**config.mk**
```make
export PLATFORM = sky130hd
export DESIGN_NAME = rate_spike_encoder_flat
export DESIGN_NICKNAME = d
export VERILOG_FILES = /design/src/rtl/snn_pkg.sv /design/src/rtl/rate_spike_encoder_if.sv /design/src/rtl/rate_acc_channel.sv /design/src/rtl/rate_spike_encoder.sv /design/src/flat_wrapper.sv
export SDC_FILE = /design/constraint.sdc
export NUM_CORES = 1
export LEC_CHECK = 0
export ABC_AREA = 1
export ABC_CLOCK_PERIOD_IN_PS = 1400
export CAP_MARGIN = 20
export CORE_ASPECT_RATIO = 0.8
export CORE_MARGIN = 8
export CORE_UTILIZATION = 56
export DETAILED_ROUTE_END_ITERATION = 8
export GPL_TIMING_DRIVEN = 0
export PLACE_DENSITY_LB_ADDON = 0.08
export SYNTH_ARGS = -nofsm -noshare
export SYNTH_HDL_FRONTEND = slang
export SYNTH_SLANG_ARGS = --single-unit
```
**constraint.sdc**
```tcl
create_clock -name clk -period 1.4 [get_ports clk]
set_input_delay 0.14 -clock clk [delete_from_list [all_inputs] [get_ports clk]]
set_output_delay 0.14 -clock clk [all_outputs]
set_load 0.02 [all_outputs]
```
**src/rtl/snn_pkg.sv**
```systemverilog
// Shared definitions for the spike-encoding front end.
// Contents:
//   enc_state_e  - encoder frame states (IDLE / RUN / DONE)
//   step_cnt_w() - width of a step counter that must hold the value T_STEPS
package snn_pkg;

    typedef enum logic [1:0] {
        ST_IDLE = 2'd0,
        ST_RUN  = 2'd1,
        ST_DONE = 2'd2
    } enc_state_e;

    // The counter reaches T_STEPS itself on the last timestep, hence +1.
    function automatic int step_cnt_w(input int t_steps);
        return (t_steps < 1) ? 1 : $clog2(t_steps + 1);
    endfunction

endpackage

```
**src/rtl/rate_spike_encoder_if.sv**
```systemverilog
// Host/neuron-side bundle of the rate spike encoder.
// Signals:
//   enable       host -> enc  global stall, low freezes the encoder
//   load         host -> enc  frame start request
//   intensities  host -> enc  M unsigned IW-bit intensities, channel i at [i*IW +: IW]
//   input_spikes enc -> host  spike vector of the current timestep
//   spike_valid  enc -> host  input_spikes carries a fresh timestep
//   busy         enc -> host  frame in progress (RUN or DONE)
//   frame_done   enc -> host  one-cycle pulse after the last timestep
// Modports: master = host/driver side, slave = encoder side.
interface rate_spike_encoder_if #(
    parameter int M  = 8,
    parameter int IW = 4
) ();

    logic              enable;
    logic              load;
    logic [M*IW-1:0]   intensities;
    logic [M-1:0]      input_spikes;
    logic              spike_valid;
    logic              busy;
    logic              frame_done;

    modport master (
        output enable, load, intensities,
        input  input_spikes, spike_valid, busy, frame_done
    );

    modport slave (
        input  enable, load, intensities,
        output input_spikes, spike_valid, busy, frame_done
    );

endinterface

```
**src/rtl/rate_acc_channel.sv**
```systemverilog
// One sigma-delta rate-coding channel.
// Holds the captured intensity and an IW-bit accumulator; every step the
// intensity is added and the carry out of the accumulator is the spike.
// Ports:
//   clk, rst_n    clock, asynchronous active-low reset
//   clr_i         capture intensity_i and zero the accumulator (frame start)
//   step_en_i     consume one timestep (accumulate)
//   intensity_i   unsigned intensity to capture on clr_i
//   spike_o       spike of the step being consumed (combinational carry)
module rate_acc_channel #(
    parameter int IW = 4
) (
    input  logic          clk,
    input  logic          rst_n,
    input  logic          clr_i,
    input  logic          step_en_i,
    input  logic [IW-1:0] intensity_i,
    output logic          spike_o
);

    logic [IW-1:0] int_q, int_d;
    logic [IW-1:0] acc_q, acc_d;
    logic [IW:0]   sum;

    // Accumulator wrap is the spike event, so the carry needs no saturation.
    assign sum     = {1'b0, acc_q} + {1'b0, int_q};
    assign spike_o = sum[IW];

    always_comb begin
        int_d = int_q;
        acc_d = acc_q;
        if (clr_i) begin
            int_d = intensity_i;
            acc_d = '0;
        end else if (step_en_i) begin
            acc_d = sum[IW-1:0];
        end
    end

    always_ff @(posedge clk or negedge rst_n) begin
        if (!rst_n) begin
            int_q <= '0;
            acc_q <= '0;
        end else begin
            int_q <= int_d;
            acc_q <= acc_d;
        end
    end

endmodule

```
**src/rtl/rate_spike_encoder.sv**
```systemverilog
// Rate spike encoder: turns M intensities into M deterministic sigma-delta
// spike trains, one spike vector per enabled cycle for T_STEPS timesteps.
// Ports:
//   clk    system clock, rising edge
//   rst_n  asynchronous reset, active low
//   bus    rate_spike_encoder_if.slave (enable, load, intensities in;
//          input_spikes, spike_valid, busy, frame_done out)
// All outputs are registered.
module rate_spike_encoder
    import snn_pkg::*;
#(
    parameter int M       = 8,
    parameter int IW      = 4,
    parameter int T_STEPS = 16
) (
    input  logic                  clk,
    input  logic                  rst_n,
    rate_spike_encoder_if.slave   bus
);

    localparam int            SW   = step_cnt_w(T_STEPS);
    localparam logic [SW-1:0] LAST = SW'(T_STEPS);

    enc_state_e    state_q;
    logic [SW-1:0] step_q;
    logic [SW-1:0] step_nxt;
    logic [M-1:0]  spikes_q;
    logic          valid_q;
    logic          busy_q;
    logic          done_q;

    logic          accept;
    logic          step_en;
    logic [M-1:0]  ch_spike;

    assign accept   = (state_q == ST_IDLE) && bus.enable && bus.load;
    assign step_en  = (state_q == ST_RUN)  && bus.enable;
    assign step_nxt = step_q + 1'b1;

    for (genvar g = 0; g < M; g++) begin : g_ch
        rate_acc_channel #(.IW(IW)) u_ch (
            .clk         (clk),
            .rst_n       (rst_n),
            .clr_i       (accept),
            .step_en_i   (step_en),
            .intensity_i (bus.intensities[g*IW +: IW]),
            .spike_o     (ch_spike[g])
        );
    end

    always_ff @(posedge clk or negedge rst_n) begin
        if (!rst_n) begin
            state_q  <= ST_IDLE;
            step_q   <= '0;
            spikes_q <= '0;
            valid_q  <= 1'b0;
            busy_q   <= 1'b0;
            done_q   <= 1'b0;
        end else begin
            // Spike outputs and frame_done only ever last one cycle; a stalled
            // edge therefore leaves zeros on the outputs without touching state.
            spikes_q <= '0;
            valid_q  <= 1'b0;
            done_q   <= 1'b0;
            if (bus.enable) begin
                case (state_q)
                    ST_IDLE: begin
                        if (bus.load) begin
                            state_q <= ST_RUN;
                            step_q  <= '0;
                            busy_q  <= 1'b1;
                        end
                    end
                    ST_RUN: begin
                        spikes_q <= ch_spike;
                        valid_q  <= 1'b1;
                        step_q   <= step_nxt;
                        if (step_nxt == LAST) begin
                            state_q <= ST_DONE;
                        end
                    end
                    ST_DONE: begin
                        // A load seen here is dropped: the frame is not over yet.
                        done_q  <= 1'b1;
                        busy_q  <= 1'b0;
                        state_q <= ST_IDLE;
                    end
                    default: begin
                        state_q <= ST_IDLE;
                        busy_q  <= 1'b0;
                    end
                endcase
            end
        end
    end

    assign bus.input_spikes = spikes_q;
    assign bus.spike_valid  = valid_q;
    assign bus.busy         = busy_q;
    assign bus.frame_done   = done_q;

endmodule

```
**src/flat_wrapper.sv**
```systemverilog
// flat-port wrapper written by rule: the top's interface ports become plain ports
module rate_spike_encoder_flat import snn_pkg::*;
#(
    parameter int M       = 8,
    parameter int IW      = 4,
    parameter int T_STEPS = 16
)
  (clk, rst_n, bus_enable, bus_load, bus_intensities, bus_input_spikes, bus_spike_valid, bus_busy, bus_frame_done);
  rate_spike_encoder_if #(.M(M), .IW(IW)) bus_i ();
  input  logic clk;
  input  logic rst_n;
  input wire logic [$bits(bus_i.enable)-1:0] bus_enable;
  input wire logic [$bits(bus_i.load)-1:0] bus_load;
  input wire logic [$bits(bus_i.intensities)-1:0] bus_intensities;
  output wire logic [$bits(bus_i.input_spikes)-1:0] bus_input_spikes;
  output wire logic [$bits(bus_i.spike_valid)-1:0] bus_spike_valid;
  output wire logic [$bits(bus_i.busy)-1:0] bus_busy;
  output wire logic [$bits(bus_i.frame_done)-1:0] bus_frame_done;
  assign bus_i.enable = bus_enable;
  assign bus_i.load = bus_load;
  assign bus_i.intensities = bus_intensities;
  assign bus_input_spikes = bus_i.input_spikes;
  assign bus_spike_valid = bus_i.spike_valid;
  assign bus_busy = bus_i.busy;
  assign bus_frame_done = bus_i.frame_done;
  rate_spike_encoder #(.M(M), .IW(IW), .T_STEPS(T_STEPS)) u_core (.clk(clk), .rst_n(rst_n), .bus(bus_i));
endmodule
```
==> Slide: Implementation Results, run 1 <==
Synthesis and Place & Route Summary

Clocking
  – Cts repair resizes: 29
  – Post-CTS setup buffer count: 5
  – CTS tree: done
  – Longest Clk Path Bufs: 2
  – Reg clk slew, reported paths: 0.08 ns
  – Clock Sinks: 82
  – Clk root buf: clkbuf_8
  – # hold bufs at CTS: 1

Global routing
  – GRT overflow: 0
  – First-pass GRT wire length: 15,200 um

Detailed routing
  – DR vias: 3,127
  – Router iterations before antenna repair: 4
  – Initial drt markers: 136

Worst setup path
  – Setup crit end: u_core.g_ch[1].u_ch.acc_q[0]
  – R2r setup slk: -0.04 ns
  – Worst Setup Path Type: flip-flop to flip-flop
  – Slowest Stage Delay on Critical Path: 0.46 ns
  – Crit path launch: u_core.state_q[0]
  – CP arrival: between 1.5 and 2 ns
  – CP max FO: 8
  – Crit-path slowest cell: dfrtp_2
  – CP Launch Type: flip-flop
  – CP cell instances: nor2_4 > nand3_4 > inv_4 > nor2_2 > buf_6 > clkbuf_16 > nand2_2 > nand2_1
  – Reg-to-Reg Start: u_core.state_q[0]
  – Reg2Reg Depth: 8
  – Worst setup EP type: flip-flop
  – Crit Reg-Reg Endpoint: u_core.g_ch[1].u_ch.acc_q[0]

Synth
  – Cells in synth_stat.txt: 429
  – Simple-gate area share of the yosys netlist: between 10% and 20%
  – Cell taking the most area after synthesis: dfrtp_1
  – Post-synth seq share: 51.1%
  – Mean area per synthesized cell: between 9 and 10 sq um
  – FFs w/ async S/R, synth: 100%
  – Synth warnings: 0
  – Dominant kind of combinational cell: simple AND/OR/NAND/NOR gates
  – Summed standard-cell area reported by yosys: 4020 sq um
  – Cell with the most instances after synthesis: nand2_1
  – Synthesized Nets: slightly above 500
  – Mux share: 0%
  – Adder Area Share: 14.3%
  – Number of flops mapped to enable cells by yosys: 0
  – Main flop type after synthesis: dfrtp_1
  – Xor and xnor area share after synthesis: 1.96%

Final layout
  – Register area: 2050 sq um
  – Layout cells sized above 1: between 10% and 20%
  – Top cell excl fill/tap: nand2_1
  – Multi-In Gates: 304
  – Filler Cells Inserted: roughly 520
  – Largest class: sequential cells
  – Nets: 578
  – N_diodes: 0
  – Comb area share: approximately 37%

Power
  – PwrDens: 2070 nW/um^2

Floorplan
  – FP Util: 58.0%
  – # Taps: 87
  – Rows: 27
  – Core Box Area: 6930 sq um
  – Die height: just over 90 um
  – Chip width: 111 um

Place
  – GPL Wtd Cong: ~0.84
  – Port buffer count: 46
  – DPL Wire Length: 6230 um
  – DP Cell Count: ~560
  – Placed Instance Area: 4610 sq um

Timing
  – RSZ-0062 raised after global routing: yes
  – Hold WS: roughly 0.27 ns
  – Max_slew headroom: between 70% and 80%
  – Highest clock rate: 694 MHz
  – Final worst-path setup slack: -0.0403 ns
  – Slew @ Worst Pin: 0.404 ns
  – Tcrit/Tclk final: 103%
  – Final-report hold violation count: 0
  – Setup-failing EPs final: 17

Status
  – Failing checks: setup timing
  – Outcome: finished, violations left

Min path
  – Hold Crit Class: input port to asynchronous set/reset pin

Job
  – Log Warnings: 27
  – Maxcap violations: 0
run 1: worst max-delay path: cells and delay by family, from the launching register on:
family	cells	cell delay, ns
DFF	1	0.46
buffers and inverters	3	0.43
and+or+nand+nor	5	0.43
run 1: cells by family (layout without fill, tap and decap cells):
family                     Yosys count  after routing
xor gates and xnor gates             9              9
buffers and inverters               43            118
and+or+nand+nor                    187            187
AOI/OAI and AO/OA                   67             67
adders and majority gates           41             41
DFF                                 82             82
run 1: power by group:
part	switching [mW]	internal, mW
Combinational	2.56	2.11
Clock	0.815	1.17
Sequential	0.680	3.32
run 1: metal layers:
layer  vias to the layer above  GRT usage (%)  part of all wire, %
met4                         0           6.06                  1.4
met1                      1500           23.7                   44
li1                       1543              -                    -
met3                        13           4.23                  4.8
met2                        71           30.5                   50
met5                         -              0                    0
### Routed clock nets over the placement, run 1

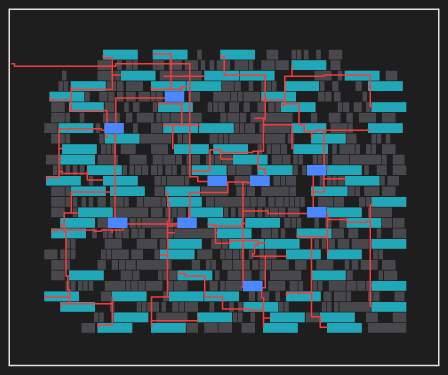
blue -> cells driving clock nets  # count 9
red -> clock wires  # length 977 um
cyan -> flip-flops  # count 82
routed clock nets = 10
flops lie = widely spread
clock latency on the worst-skew pair: 0.35 ns
Worst Skew: 0.00915 ns
clock network fraction of total power: 18.6%

### Cell outlines without signal wires, run 1

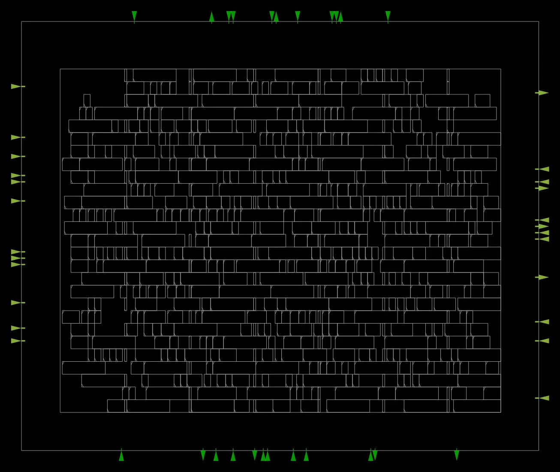
Final Util: 74.3%
Seq cells: 82
flop share of the area: 39.9%

### Cells by drive strength, run 1

Scale bar: 20 um.
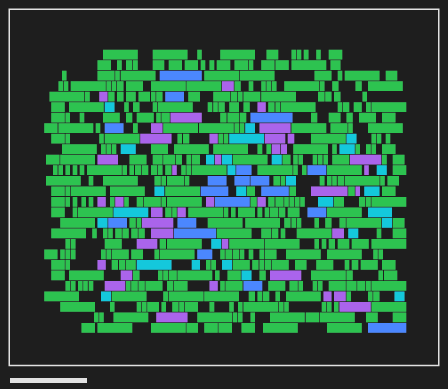
purple -> drive 2  # cells 39, share 7.7%, most used nand2_2
green -> drive 1 or less  # cells 418, share 83%, most used nand2_1
cyan -> drive 3 to 4  # cells 28, share 5.6%, most used buf_4
blue -> drive 6 and up  # cells 19, share 3.8%, most used clkbuf_8
area grow syn2layout: 28.1%
fin area: 5150 sq um
Non-clock buffers: 75
final worst-path setup slack: -0.0403 ns

## Run 2: what changed since run 1
CAP_MARGIN = 10   (was 20)
### Sequential cells grouped by signal name, run 2

Scale bar: 20 um. Other sequential cells in the stronger gray, the rest of the logic in the fainter gray.
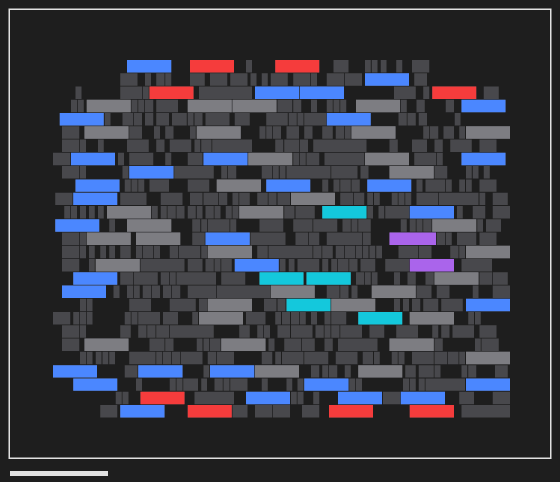
purple -> u_core.state_q  # placed flops 2
blue -> u_core.g_ch.u_ch.int_q  # placed flops 32, where widely spread
red -> u_core.bus.input_spikes  # placed flops 8
cyan -> u_core.step_q  # placed flops 5, where middle
not colored = 35
register area: 2050 sq um
Seq group: 4.00 mW

### Routed clock nets over the placement, run 2

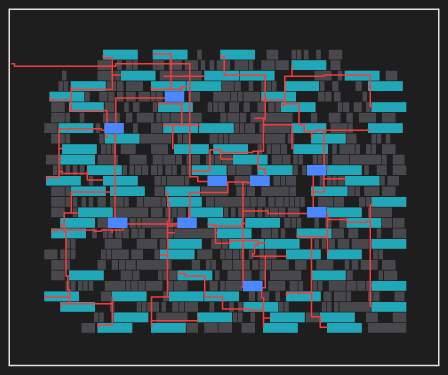
cyan -> flip-flops  # count 82
blue -> cells driving clock nets  # count 9
red -> clock wires  # length 977 um
routed clock nets = 10
Clk. pwr: 1.98 mW

### Cell outlines without signal wires, run 2

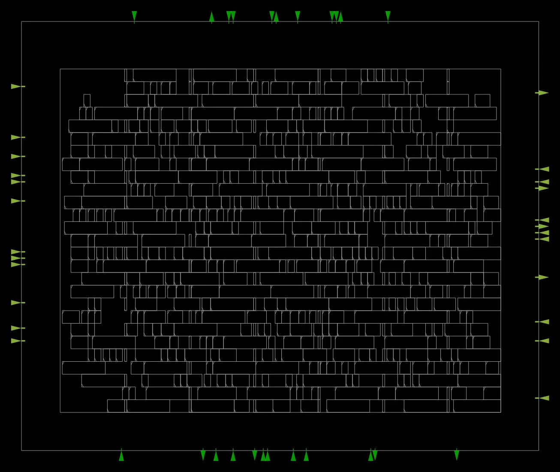
Rows: 27
# Taps: 87

==> run 2 against run 1 <==
The flow still finishes with violations (setup timing). Sequential cell count did not move. Sequential share of layout area did not move. Core utilization did not move. Largest cell class unchanged. Highest routed layer unchanged.
==> Slide: Implementation Results, run 2 <==
Synthesis and Place & Route Summary

Power
  – Sequential power share: 37.5% (about the same)
  – PwrDens: 2070 nW/um^2 (unchanged)
  – Cell internal pwr: 6.59 mW (unchanged)
  – Gate power share: 43.8% (about the same)
  – Psw: 4.05 mW (unchanged)
  – Clock network fraction of total power: 18.6% (about the same)
  – Switching portion of total power: 38.1% (unchanged)
  – Top pwr grp: combinational logic

Worst setup path
  – CP cell instances: nor2_4 > nand3_4 > inv_4 > nor2_2 > buf_6 > clkbuf_16 > nand2_2 > nand2_1
  – Reg-to-Reg Start: u_core.state_q[0]
  – Worst Setup Path Type: flip-flop to flip-flop
  – CP Launch Type: flip-flop
  – Reg2Reg Depth: 8 (unchanged)
  – Crit-path slowest cell: dfrtp_2
  – R2r setup slk: -0.04 ns (about the same)
  – CP arrival: 1.68 ns (about the same)
  – Worst setup EP type: flip-flop
  – Slowest Stage Delay on Critical Path: 0.46 ns (about the same)
  – CP max FO: 8 (unchanged)
  – Crit Reg-Reg Endpoint: u_core.g_ch[1].u_ch.acc_q[0]

Timing
  – Highest clock rate: 694 MHz (unchanged)
  – Tcrit/Tclk final: 103% (unchanged)
  – Hold WS: 0.266 ns (unchanged)
  – Final worst-path setup slack: -0.0403 ns (unchanged)
  – Setup-failing EPs final: 17 (unchanged)
  – Worst Skew: 0.00915 ns (unchanged)
  – Max_slew headroom: 73.0% (unchanged)
  – Slew @ Worst Pin: 0.404 ns (unchanged)

Global routing
  – GRT overflow: 0 (unchanged)

Final layout
  – Fin area: 5150 sq um (unchanged)
  – Multi-In Gates: 304 (unchanged)
  – Top cell excl fill/tap: nand2_1
  – N_diodes: 0 (unchanged)
  – Filler Cells Inserted: 520 (unchanged)
  – Layout cells sized above 1: 17.1% (unchanged)
  – Area grow syn2layout: 28.1% (unchanged)
  – Nets: 578 (unchanged)
  – Seq cells: 82 (unchanged)
  – Non-clock buffers: 75 (unchanged)
  – Largest class: sequential cells
  – Comb area share: 37.4% (unchanged)

Synth
  – Xor and xnor area share after synthesis: 1.96% (unchanged)
  – Adder Area Share: 14.3% (unchanged)
  – Mean area per synthesized cell: 9.37 sq um (unchanged)
  – Synthesized Nets: 506 (unchanged)
  – Cell taking the most area after synthesis: dfrtp_1
  – Cells in synth_stat.txt: 429 (unchanged)
  – Dominant kind of combinational cell: simple AND/OR/NAND/NOR gates
  – Main flop type after synthesis: dfrtp_1
  – FFs w/ async S/R, synth: 100% (unchanged)
  – Cell with the most instances after synthesis: nand2_1
  – Mux share: 0% (unchanged)
  – Summed standard-cell area reported by yosys: 4020 sq um (unchanged)
  – Number of flops mapped to enable cells by yosys: 0 (unchanged)

Clocking
  – CTS tree: done
  – # hold bufs at CTS: 1 (unchanged)
  – Longest Clk Path Bufs: 2 (unchanged)
  – Clk root buf: clkbuf_8
  – Cts repair resizes: 29 (unchanged)
  – Reg clk slew, reported paths: 0.08 ns (about the same)
  – Post-CTS setup buffer count: 5 (unchanged)
  – Clock latency on the worst-skew pair: 0.35 ns (about the same)

Detailed routing
  – DR vias: 3,127 (unchanged)
  – Router iterations before antenna repair: 4 (unchanged)
  – Initial drt markers: 136 (unchanged)

Place
  – DPL Wire Length: 6230 um (unchanged)
  – GPL Wtd Cong: 0.844 (unchanged)

Floorplan
  – Chip width: 111 um (unchanged)
  – Core Box Area: 6930 sq um (unchanged)
  – FP Util: 58.0% (unchanged)

Min path
  – Hold Crit Class: input port to asynchronous set/reset pin

Status
  – Failing checks: setup timing
  – Outcome: finished, violations left

Job
  – Log Warnings: 27 (unchanged)
==> run 2: cell counts after synthesis <==
Identical to the previous run, type by type.
==> run 2: per-stage QoR <==
step,utilization [%],std cells
global route,74.3,591
detailed placement,66.6,563
global placement,66.2,562
CTS,71.0,582
floorplan,-,429
finish,74.3,591
==> run 2: worst max-delay path, delay by kind of cell (launching register included) <==
kind          cells  cell delay [ns]
buf+inv           3             0.43
simple gates      5             0.43
flops             1             0.46
==> run 2: layer usage <==
metal | global-route usage [%] | wire length, um | up-vias
met4 | 6.06 | 128 | 0
met3 | 4.23 | 449 | 13
met5 | 0 | 0 | -
met2 | 30.5 | 4660 | 71
li1 | - | - | 1543
met1 | 23.7 | 4140 | 1500
### Signal metal coverage by tile, run 2

The die is cut into 22 by 18 equal tiles; dark blue is low, red is high, scaled to the fullest tile. Values are wire area over tile area, all layers added.
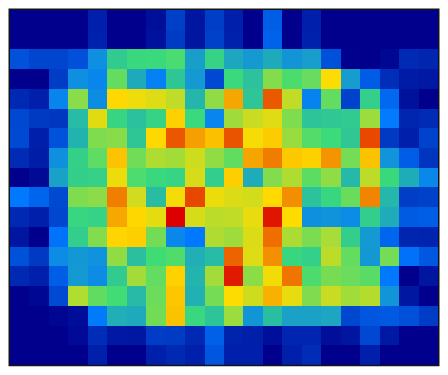

## Run 3: what changed since run 2
TNS_END_PERCENT = 5   (was default)
### Signal metal coverage by tile, run 3

The die is cut into 22 by 18 equal tiles; dark blue is low, red is high, scaled to the fullest tile. Values are wire area over tile area, all layers added.
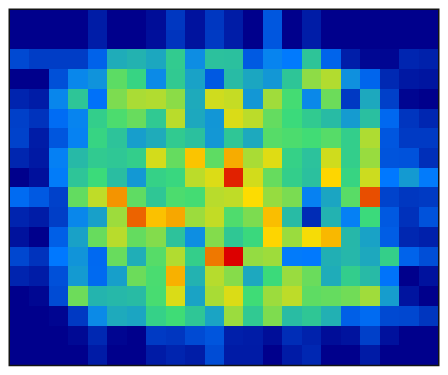
mean over tiles = 0.14
fullest tile = 0.46
densest ninth of the die = middle
drt total wl: 9400 um
Global Route Usage Sum: 18.5%
DR vias: 3,129
Routed WL per cell: 16.1 um

### Cell outlines without signal wires, run 3

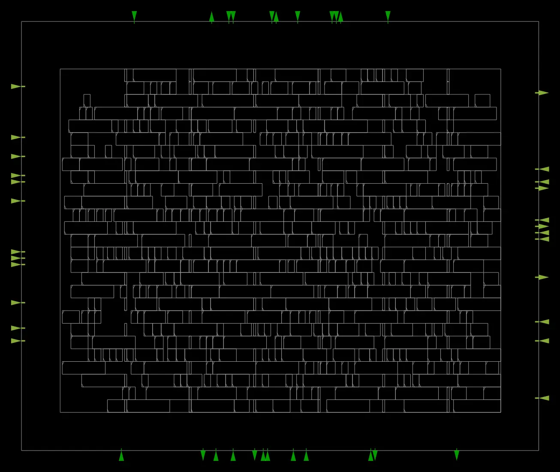
Final Util: 73.0%
Filler Cells Inserted: 530

### Cells by drive strength, run 3

Scale bar: 20 um.
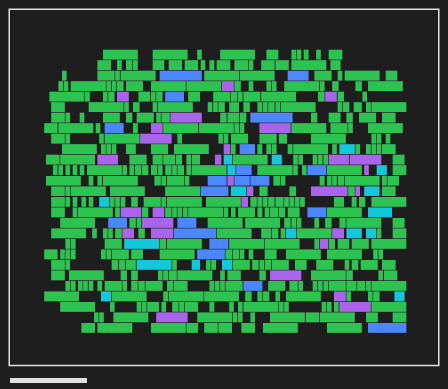
purple -> drive 2  # cells 29, share 5.8%
cyan -> drive 3 to 4  # cells 18, share 3.6%, most used buf_4
green -> drive 1 or less  # cells 431, share 87%, most used nand2_1
blue -> drive 6 and up  # cells 20, share 4.0%, most used clkbuf_8
fin area: 5060 sq um
Non-clock buffers: 69
area grow syn2layout: 25.9%
final worst-path setup slack: -0.00307 ns

==> run 3 against run 2 <==
The run still ends with setup timing left. Clock skew increased by 0.00067 ns. Area after synthesis unchanged. Sequential cell count unchanged. Wire length increased by 0.21%. Combinational power decreased by 4%. Count of clock-buffer cells in the layout unchanged. Total power decreased by 2.1%. Global-route usage decreased by 0.056 points. Register-to-register slack improved by 0.04 ns. Worst setup slack improved by 0.037 ns. Maximum frequency increased by 2.7%. Non-clock buffer count decreased by 6.
==> Slide: Implementation Results, run 3 <==
Synthesis and Place & Route Summary

Status
  – Failing checks: setup timing
  – Outcome: finished, violations left

Worst setup path
  – R2r setup slk: -0.003 ns (+0.04 ns)
  – CP max FO: 10 (+2)
  – Reg2Reg Depth: 8 (unchanged)
  – Reg-to-Reg Start: u_core.state_q[0]
  – Crit-path slowest cell: dfrtp_2
  – CP Launch Type: flip-flop
  – CP arrival: 1.64 ns (-0.04 ns)
  – CP delay by family, top: flip-flops
  – Slowest Stage Delay on Critical Path: 0.46 ns (about the same)

Clocking
  – Cts repair resizes: 29 (unchanged)
  – CTS tree: done

Final layout
  – Multi-In Gates: 304 (unchanged)
  – Final Non-Filler Cells: 585 (-1.0%)
  – Layout cells sized above 1: 13.5% (-3.6 points)
  – N_diodes: 0 (unchanged)
  – Comb area share: 37.3% (about the same)

Power
  – Gate power share: 43.0% (-0.8 points)
  – Clock network fraction of total power: 19.0% (+0.4 points)
  – Switching portion of total power: 38.4% (+0.31 points)
  – Seq group: 3.96 mW (-1%)
  – Psw: 4.00 mW (-1.3%)
  – Cell internal pwr: 6.42 mW (-2.6%)

Synth
  – Synthesized Nets: 506 (unchanged)
  – Summed standard-cell area reported by yosys: 4020 sq um (unchanged)
  – Cell taking the most area after synthesis: dfrtp_1
  – Cell with the most instances after synthesis: nand2_1
  – Main flop type after synthesis: dfrtp_1
  – Cells in synth_stat.txt: 429 (unchanged)

Global routing
  – GRT overflow: 0 (unchanged)

Detailed routing
  – Router iterations before antenna repair: 4 (unchanged)
  – Met1 Wirelength: 4230 um (+2.0%)
  – Top routing layer in use: met4
  – Met2 wire len: 4700 um (+0.84%)
  – WL met3: 388 um (-14%)

Job
  – Log Warnings: 28 (+3.7%)

Timing
  – Final worst-path setup slack: -0.00307 ns (+0.0373 ns)
  – Setup-failing EPs final: 1 (-16)
  – Worst Skew: 0.00981 ns (+0.000666 ns)
  – Tcrit/Tclk final: 100% (-2.7 points)

Floorplan
  – Rows: 27 (unchanged)
## run 3: cells by family (layout without fill, tap and decap cells)
kind of cell / Yosys count / in the layout / share of synthesized area, %
and+or+nand+nor: 187 / 187 / 19.3
DFF: 82 / 82 / 51.1
AOI/OAI and AO/OA: 67 / 67 / 8.66
buffers and inverters: 43 / 112 / 4.73
adders and majority gates: 41 / 41 / 14.3
xor gates and xnor gates: 9 / 9 / 1.96
## run 3: stage by stage
stage,cell area [sq um],worst slack (ns),util [%],hold WS (ns)
after floorplan,4020,0.112,-,-0.156
after global placement,4590,-2.74,66.2,0.457
after detailed placement,4610,-0.481,66.6,0.0992
after CTS,4890,-0.0435,70.6,0.265
after global routing,5060,-0.0535,73.0,0.294
final,5060,-0.00307,73.0,0.266
Power is estimated from default activity; no workload was simulated.
